**The metal 1 layer**

The bar under the picture is 100 um long. Cells faint in the background.
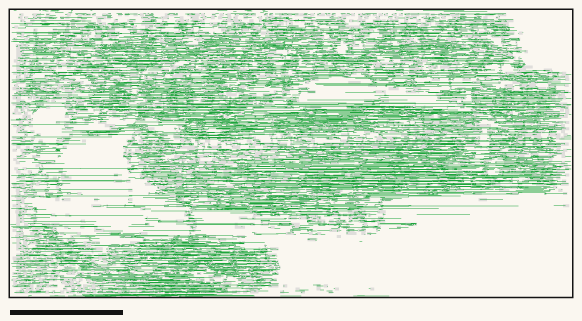
**Met2 routing**

The bar under the picture is 100 um long. Cells faint in the background.
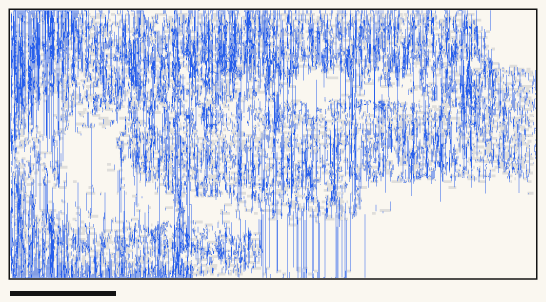
**The metal 3 layer**

The bar under the picture is 100 um long. Cells faint in the background.
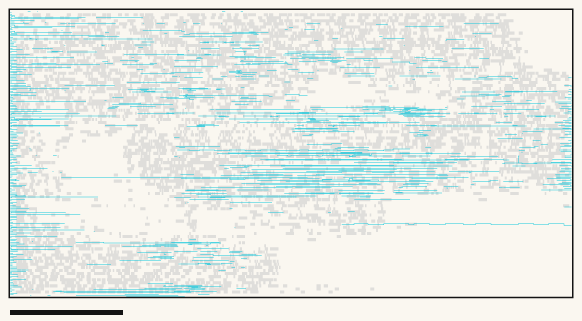
**Met4 routing**

The bar under the picture is 100 um long.
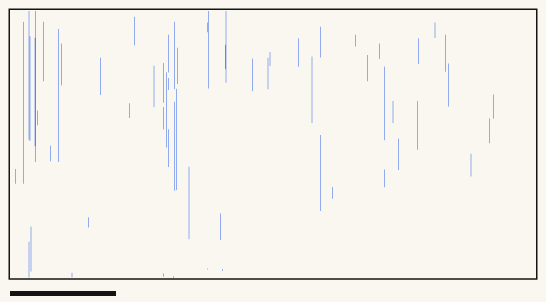
**Routing congestion map**

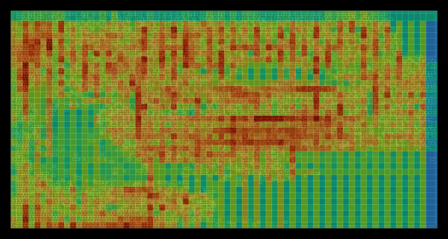
**src/rtl/fuzz_stim_ctrl_pkg.sv**
```systemverilog
// Shared constants, FSM state type and response-compaction helpers for the
// fuzz stimulus controller and its LCG step.
package fuzz_stim_ctrl_pkg;

   localparam logic [31:0] LCG_MUL = 32'h41C6_4E6D;
   localparam logic [31:0] LCG_INC = 32'h0000_3039;

   localparam int unsigned IN_W   = 266;
   localparam int unsigned OUT_W  = 330;
   localparam int unsigned SLOTS  = 9;
   localparam int unsigned WORD_W = 32;
   localparam int unsigned TAIL_W = IN_W - (SLOTS - 1) * WORD_W;  // 10-bit last slot

   typedef enum logic [1:0] {
      IDLE  = 2'd0,
      FILL  = 2'd1,
      APPLY = 2'd2,
      DONE  = 2'd3
   } state_e;

   function automatic logic [31:0] rotl1(input logic [31:0] v);
      return {v[30:0], v[31]};
   endfunction

   // XOR of the ten full 32-bit response words and the zero-extended 10-bit tail.
   function automatic logic [31:0] fold_resp(input logic [OUT_W-1:0] r);
      logic [31:0] f;
      f = {22'd0, r[OUT_W-1 -: 10]};
      for (int i = 0; i < 10; i++) begin
         f = f ^ r[i*WORD_W +: WORD_W];
      end
      return f;
   endfunction

endpackage

```
**src/rtl/fuzz_stim_ctrl_if.sv**
```systemverilog
// Stimulus/response bus between a harness (master) and the fuzz controller (slave).
interface fuzz_stim_ctrl_if;
   import fuzz_stim_ctrl_pkg::*;

   logic [31:0]      cfg_seed;
   logic [15:0]      cfg_cycles;
   logic             start;
   logic             abort;
   logic [OUT_W-1:0] out_flat;
   logic [IN_W-1:0]  in_flat;
   logic             busy;
   logic             done;
   logic [31:0]      signature;
   logic [15:0]      vec_count;

   modport master (
      output cfg_seed, cfg_cycles, start, abort, out_flat,
      input  in_flat, busy, done, signature, vec_count
   );

   modport slave (
      input  cfg_seed, cfg_cycles, start, abort, out_flat,
      output in_flat, busy, done, signature, vec_count
   );

endinterface

```
**src/rtl/fuzz_stim_ctrl_lcg32_step.sv**
```systemverilog
// One combinational step of the 32-bit LCG: next = s * LCG_MUL + LCG_INC (mod 2^32).
module lcg32_step
   import fuzz_stim_ctrl_pkg::*;
(
   input  logic [31:0] state_i,
   output logic [31:0] state_o
);

   assign state_o = state_i * LCG_MUL + LCG_INC;

endmodule

```
**src/rtl/fuzz_stim_ctrl.sv**
```systemverilog
// Fuzz stimulus controller: fills a 266-bit vector from an LCG, applies it
// atomically, and compacts the DUT response into a rotating XOR signature.
module fuzz_stim_ctrl
   import fuzz_stim_ctrl_pkg::*;
(
   input  logic           clk,
   input  logic           rst_n,
   fuzz_stim_ctrl_if.slave bus
);

   state_e          state_q,   state_d;
   logic [31:0]     rng_q,     rng_d;
   logic [3:0]      slot_q,    slot_d;
   logic [IN_W-1:0] staging_q, staging_d;
   logic [IN_W-1:0] in_flat_q, in_flat_d;
   logic [31:0]     sig_q,     sig_d;
   logic [15:0]     vec_q,     vec_d;
   logic [15:0]     cycles_q,  cycles_d;
   logic            busy_q,    busy_d;
   logic            done_q,    done_d;

   logic [31:0] rng_next;
   logic [8:0]  slot_base;
   logic [16:0] vec_inc;
   logic        last_vec;

   lcg32_step u_lcg (
      .state_i (rng_q),
      .state_o (rng_next)
   );

   assign slot_base = {1'b0, slot_q[2:0], 5'd0};
   // 17-bit count so a 0xFFFF cycle request still terminates after 65536 vectors.
   assign vec_inc   = {1'b0, vec_q} + 17'd1;
   assign last_vec  = (vec_inc == ({1'b0, cycles_q} + 17'd1));

   // NOTE: every *_d gets its hold value first, so partial assignments below never infer a latch.
   always_comb begin
      state_d   = state_q;
      rng_d     = rng_q;
      slot_d    = slot_q;
      staging_d = staging_q;
      in_flat_d = in_flat_q;
      sig_d     = sig_q;
      vec_d     = vec_q;
      cycles_d  = cycles_q;

      unique case (state_q)
         IDLE: begin
            if (bus.start && !bus.abort) begin
               state_d  = FILL;
               rng_d    = bus.cfg_seed;
               slot_d   = 4'd0;
               sig_d    = 32'd0;
               vec_d    = 16'd0;
               cycles_d = bus.cfg_cycles;
            end
         end

         FILL: begin
            if (bus.abort) begin
               state_d = IDLE;
            end else begin
               rng_d = rng_next;
               if (slot_q == 4'(SLOTS - 1)) begin
                  staging_d[IN_W-1 -: TAIL_W] = rng_next[TAIL_W-1:0];
                  in_flat_d = staging_d;
                  slot_d    = 4'd0;
                  state_d   = APPLY;
               end else begin
                  staging_d[slot_base +: WORD_W] = rng_next;
                  slot_d = slot_q + 4'd1;
               end
            end
         end

         APPLY: begin
            if (bus.abort) begin
               state_d = IDLE;
            end else begin
               sig_d  = rotl1(sig_q) ^ fold_resp(bus.out_flat);
               vec_d  = vec_inc[15:0];
               slot_d = 4'd0;
               state_d = last_vec ? DONE : FILL;
            end
         end

         DONE: begin
            state_d = IDLE;
         end

         default: begin
            state_d = IDLE;
         end
      endcase
   end

   // Status flags are registered from the next state so they align with it.
   assign busy_d = (state_d == FILL) || (state_d == APPLY);
   assign done_d = (state_d == DONE);

   // NOTE: sequential state uses non-blocking assignments only; the reset is
   // synchronous and also clears the wide staging register so stale data never leaks.
   always_ff @(posedge clk) begin
      if (!rst_n) begin
         state_q   <= IDLE;
         rng_q     <= 32'd0;
         slot_q    <= 4'd0;
         staging_q <= '0;
         in_flat_q <= '0;
         sig_q     <= 32'd0;
         vec_q     <= 16'd0;
         cycles_q  <= 16'd0;
         busy_q    <= 1'b0;
         done_q    <= 1'b0;
      end else begin
         state_q   <= state_d;
         rng_q     <= rng_d;
         slot_q    <= slot_d;
         staging_q <= staging_d;
         in_flat_q <= in_flat_d;
         sig_q     <= sig_d;
         vec_q     <= vec_d;
         cycles_q  <= cycles_d;
         busy_q    <= busy_d;
         done_q    <= done_d;
      end
   end

   assign bus.in_flat   = in_flat_q;
   assign bus.busy      = busy_q;
   assign bus.done      = done_q;
   assign bus.signature = sig_q;
   assign bus.vec_count = vec_q;

endmodule

```
**src/flat_wrapper.sv**
```systemverilog
// flat-port wrapper written by rule: the top's interface ports become plain ports
module fuzz_stim_ctrl_flat import fuzz_stim_ctrl_pkg::*;
  (clk, rst_n, bus_cfg_seed, bus_cfg_cycles, bus_start, bus_abort, bus_out_flat, bus_in_flat, bus_busy, bus_done, bus_signature, bus_vec_count);
  fuzz_stim_ctrl_if bus_i ();
  input  logic clk;
  input  logic rst_n;
  input wire logic [$bits(bus_i.cfg_seed)-1:0] bus_cfg_seed;
  input wire logic [$bits(bus_i.cfg_cycles)-1:0] bus_cfg_cycles;
  input wire logic [$bits(bus_i.start)-1:0] bus_start;
  input wire logic [$bits(bus_i.abort)-1:0] bus_abort;
  input wire logic [$bits(bus_i.out_flat)-1:0] bus_out_flat;
  output wire logic [$bits(bus_i.in_flat)-1:0] bus_in_flat;
  output wire logic [$bits(bus_i.busy)-1:0] bus_busy;
  output wire logic [$bits(bus_i.done)-1:0] bus_done;
  output wire logic [$bits(bus_i.signature)-1:0] bus_signature;
  output wire logic [$bits(bus_i.vec_count)-1:0] bus_vec_count;
  assign bus_i.cfg_seed = bus_cfg_seed;
  assign bus_i.cfg_cycles = bus_cfg_cycles;
  assign bus_i.start = bus_start;
  assign bus_i.abort = bus_abort;
  assign bus_i.out_flat = bus_out_flat;
  assign bus_in_flat = bus_i.in_flat;
  assign bus_busy = bus_i.busy;
  assign bus_done = bus_i.done;
  assign bus_signature = bus_i.signature;
  assign bus_vec_count = bus_i.vec_count;
  fuzz_stim_ctrl u_core (.clk(clk), .rst_n(rst_n), .bus(bus_i));
endmodule
```
**config.mk**
```make
export PLATFORM = sky130hd
export DESIGN_NAME = fuzz_stim_ctrl_flat
export DESIGN_NICKNAME = d
export VERILOG_FILES = /design/src/rtl/fuzz_stim_ctrl_pkg.sv /design/src/rtl/fuzz_stim_ctrl_if.sv /design/src/rtl/fuzz_stim_ctrl_lcg32_step.sv /design/src/rtl/fuzz_stim_ctrl.sv /design/src/flat_wrapper.sv
export SDC_FILE = /design/constraint.sdc
export NUM_CORES = 2
export LEC_CHECK = 0
export ABC_AREA = 1
export CORE_AREA = 2 2 494 251
export DETAILED_ROUTE_END_ITERATION = 8
export DIE_AREA = 0 0 496 253
export PLACE_DENSITY = 0.6
export REMOVE_ABC_BUFFERS = 1
export SLEW_MARGIN = 20
export SYNTH_ARGS = -nofsm -noshare
export SYNTH_HDL_FRONTEND = slang
export SYNTH_HIERARCHICAL = 1
export SYNTH_SLANG_ARGS = --single-unit
```
**constraint.sdc**
```tcl
create_clock -name clk -period 7.3 [get_ports clk]
set_clock_uncertainty 0.15 [all_clocks]
set_input_delay 1.825 -clock clk [delete_from_list [all_inputs] [get_ports clk]]
set_output_delay 1.825 -clock clk [all_outputs]
set_load 0.005 [all_outputs]
```
==> changes_impl.md <==
## Implementation

- Top cells, area: dfxtp_1 (35%), fa_1 (10%), ha_1 (7.5%)
- Final Power: 26.1 mW
- First-pass GRT wire length: 215 mm
- Initial drt markers: 2671
- Drt pass-1 iters: 5
- Comb group: 19.1 mW
- # placed instances: 6819
- Die width: 496 um
- Crit path buf inv count: 9
- Max Cap Viol: 0
- Cell accounting for the most synthesized area: dfxtp_1
- Post-CTS setup repair buffer count: 0
- Critical path peak fanout: 5
- Worst setup EP type: flop
- Hold Path Class: flop to flop
- Sequential power: 3.52 mW
- Syn Area/Cell: 7.82 um2
- Combinational share of cell area: 43.0%
- CTS buffer count: 61
- Largest class: logic gates
- Clock buffers: 82
- Antenna diode count: 9
- Die H: 253 um
- Mapped Cells: 4615
- Lkg Pwr: 20.8 nW
- DRC viols: 0
- Ports: 698
- Worst Path Arrival: 7.54 ns
- Fmax: 141 MHz
- Post-DRT Antenna Nets: 0
- Combinational share of power: 73.2%
- Resize count post-CTS: 1
- Registers: 626
- Relative slew slack: 21.8%
- Critical-path top delay cell: fa_1
- Final Slew Violations: 0
- Port Buffers: 697
- Crit path kind: flop to flop
- Maximum vdd drop: 0.982 mV
- Yosys reg bits: 626
- Worst path top cell family by delay: adder cells
- Post-synth top cells: nor2_1 (648), inv_1 (637), dfxtp_1 (626), nand2_1 (488), o21ai_0 (450)
- Die ar.: 125000 um2
- Post-synth ARST share: 0%
- TAP cells: 1627
- Vias/cell: 4.74
- Number of synthesized flops with an enable pin: 0
- Logic area: 20400 um2
- CTS clock-pin slew for the worst setup and hold paths: 0.08 ns
- CP startpoint kind: flop
- Worst EP required: 7.75 ns
- Pwr dens: 550 nW/um2
- Seq/total area: 26.4%
- Prevailing post-synth register cell: dfxtp_1
- Most frequent logic cell in the layout: clkdlybuf4s50_1
- Synth cell types: 44
- Most frequent CP cell: inv_1
- Signal buf overhead: 16.5%
- Worst-Skew Late Latency: 0.70 ns
- Area Growth Syn to Fin: 31.6%
- Core area: 122000 um2
- Post-DP HPWL: 115 mm
- Clock buf/inv share: 4.61%
- Top cells excl fill/tap: clkdlybuf4s50_1 (696), nor2_1 (646), inv_1 (632), dfxtp_1 (618), nand2_1 (487)
- Most common cell in the netlist: nor2_1
- # rows: 91
- Largest type area fraction: 34.7%
- Clock Tree Buf Depth: 3
- Signal buffers: 804
- Largest net degree at the start of global routing: 216
- Worst slew pin tran: 1.17 ns
- Log Warnings: 55
- Vias in the first global route: 31800
- RSZ-0062 raised after global routing: yes
- Layout Cells excl Fill: 6948
- Sequential power share: 13.5%
- Mi-comb count: 3115
- CTS H-tree depth: 2
- Root buffer cell: clkbuf_16
- Chip Area, Yosys: 36100 um2
- Non-CTS inverters: 651
- Floorplan Utilization: 29.7%
- Internal: 12.2 mW
- Detailed-route wire length per cell: 21.4 um
- Clock sinks: 626
- Final period utilization: 97.0%
- Initial antenna violation count: 17
- Hold_ws: 0.307 ns
- Main power group: combinational logic
- CTS tree: yes
- Endpoints failing setup: 0
- Switching part of the total: 53.4%
- Share of cells above drive strength 1: 5.82%
- Nets: 6042
- Clock Power Share: 13.4%
- Seq/Total Area, Yosys: 34.7%
- Status: completed
- Cts hold-fix bufs: 0
- Synthesized cell area: 36100 um2
- Post-route minimum period: 7.08 ns
- Grt total ovfl: 0
- Critical path's largest stage delay: 0.65 ns
- Routability Congestion: 0.998
- Register area: 12500 um2
- Ys cells: 4615
- Synth Warn #: 6
- Clk. pwr: 3.49 mW
- Final hold violations: 0
- Setup TNS: 0 ns
- Net Switching: 13.9 mW
- Fillers: 12600
About 'the metal 1 layer':
share of all routed wire: 48%
nets with wire on the layer: 5663
main direction: horizontal
wire length on this layer: 71.8 mm
met1 usage: 34.4%
Vias: 32900
Total Routed Length: 149 mm

About 'met2 routing':
nets with wire on the layer: 4797
longest straight run: 133 um
wire length on this layer: 59.7 mm
main direction: vertical
GRT met2 Usage: 32.3%

About 'the metal 3 layer':
longest straight run: 179 um
wire length on this layer: 14500 um

About 'met4 routing':
main direction: vertical
longest straight run: 152 um

About 'routing congestion map':
Final Util: 39.0%
Total GRT Usage: 23.1%

logic make-up (layout without fill, tap and decap cells):
group           after synthesis  in the layout  share of synthesized area (%)
simple gates               1384           1384                           15.7
compound gates              968            968                           13.7
buf+inv                     874           1571                           9.32
flops                       626            626                           34.7
fa+ha+maj                   401            401                           17.8
xor+xnor                    362            362                           8.81
other cells                   0              9                              0
registers in the layout, indices dropped and copies added (netlist names):
name,count
u_core/bus.vec_count,16
u_core/bus.busy,1
u_core/slot_q,4
u_core/cycles_q,16
u_core/state_q,2
u_core/rng_q,32
u_core/bus.done,1
u_core/bus.in_flat,266
u_core/staging_q,256
u_core/bus.signature,32
tightest hold or removal path, delay by kind of cell (launching register included):
| kind | cells | cell delay, ns |
|---|---|---|
| flops | 1 | 0.30 |
| compound gates | 1 | 0.05 |
| buf+inv | 1 | 0.06 |
metal layers:
layer	up-vias	part of all wire [%]	GRT usage (%)	routed length (um)
met1	15700	48	34.4	71800
met4	8	1.7	4.42	2520
met3	139	9.7	7.11	14500
li1	15900	-	-	-
met5	-	0.035	0	52
met2	1179	40	32.3	59700
through the flow:
stage / util (%) / area [um2] / setup WS [ns]
final: 39.0 / 47500 / 0.217
after global routing: 39.0 / 47500 / -0.0797
after CTS: 38.8 / 47200 / 0.0562
after detailed placement: 37.0 / 45000 / -0.0729
after global placement: 37.0 / 45000 / -0.116
after floorplan: - / 35200 / -4.09
path summary, 6_finish.rpt:
kind / start / endpoint / slack (ns) / depth (start not counted)
setup / recovery: u_core/rng_q[13] / u_core/staging_q[120] / 0.22 / 26
hold / removal: u_core/staging_q[147] / u_core/bus.in_flat[147] / 0.31 / 2
hold reg to reg: u_core/staging_q[147] / u_core/bus.in_flat[147] / 0.31 / 2
setup reg to reg: u_core/rng_q[13] / u_core/staging_q[120] / 0.22 / 26
Power figures rest on the tool's default switching activity, not on a simulated workload.
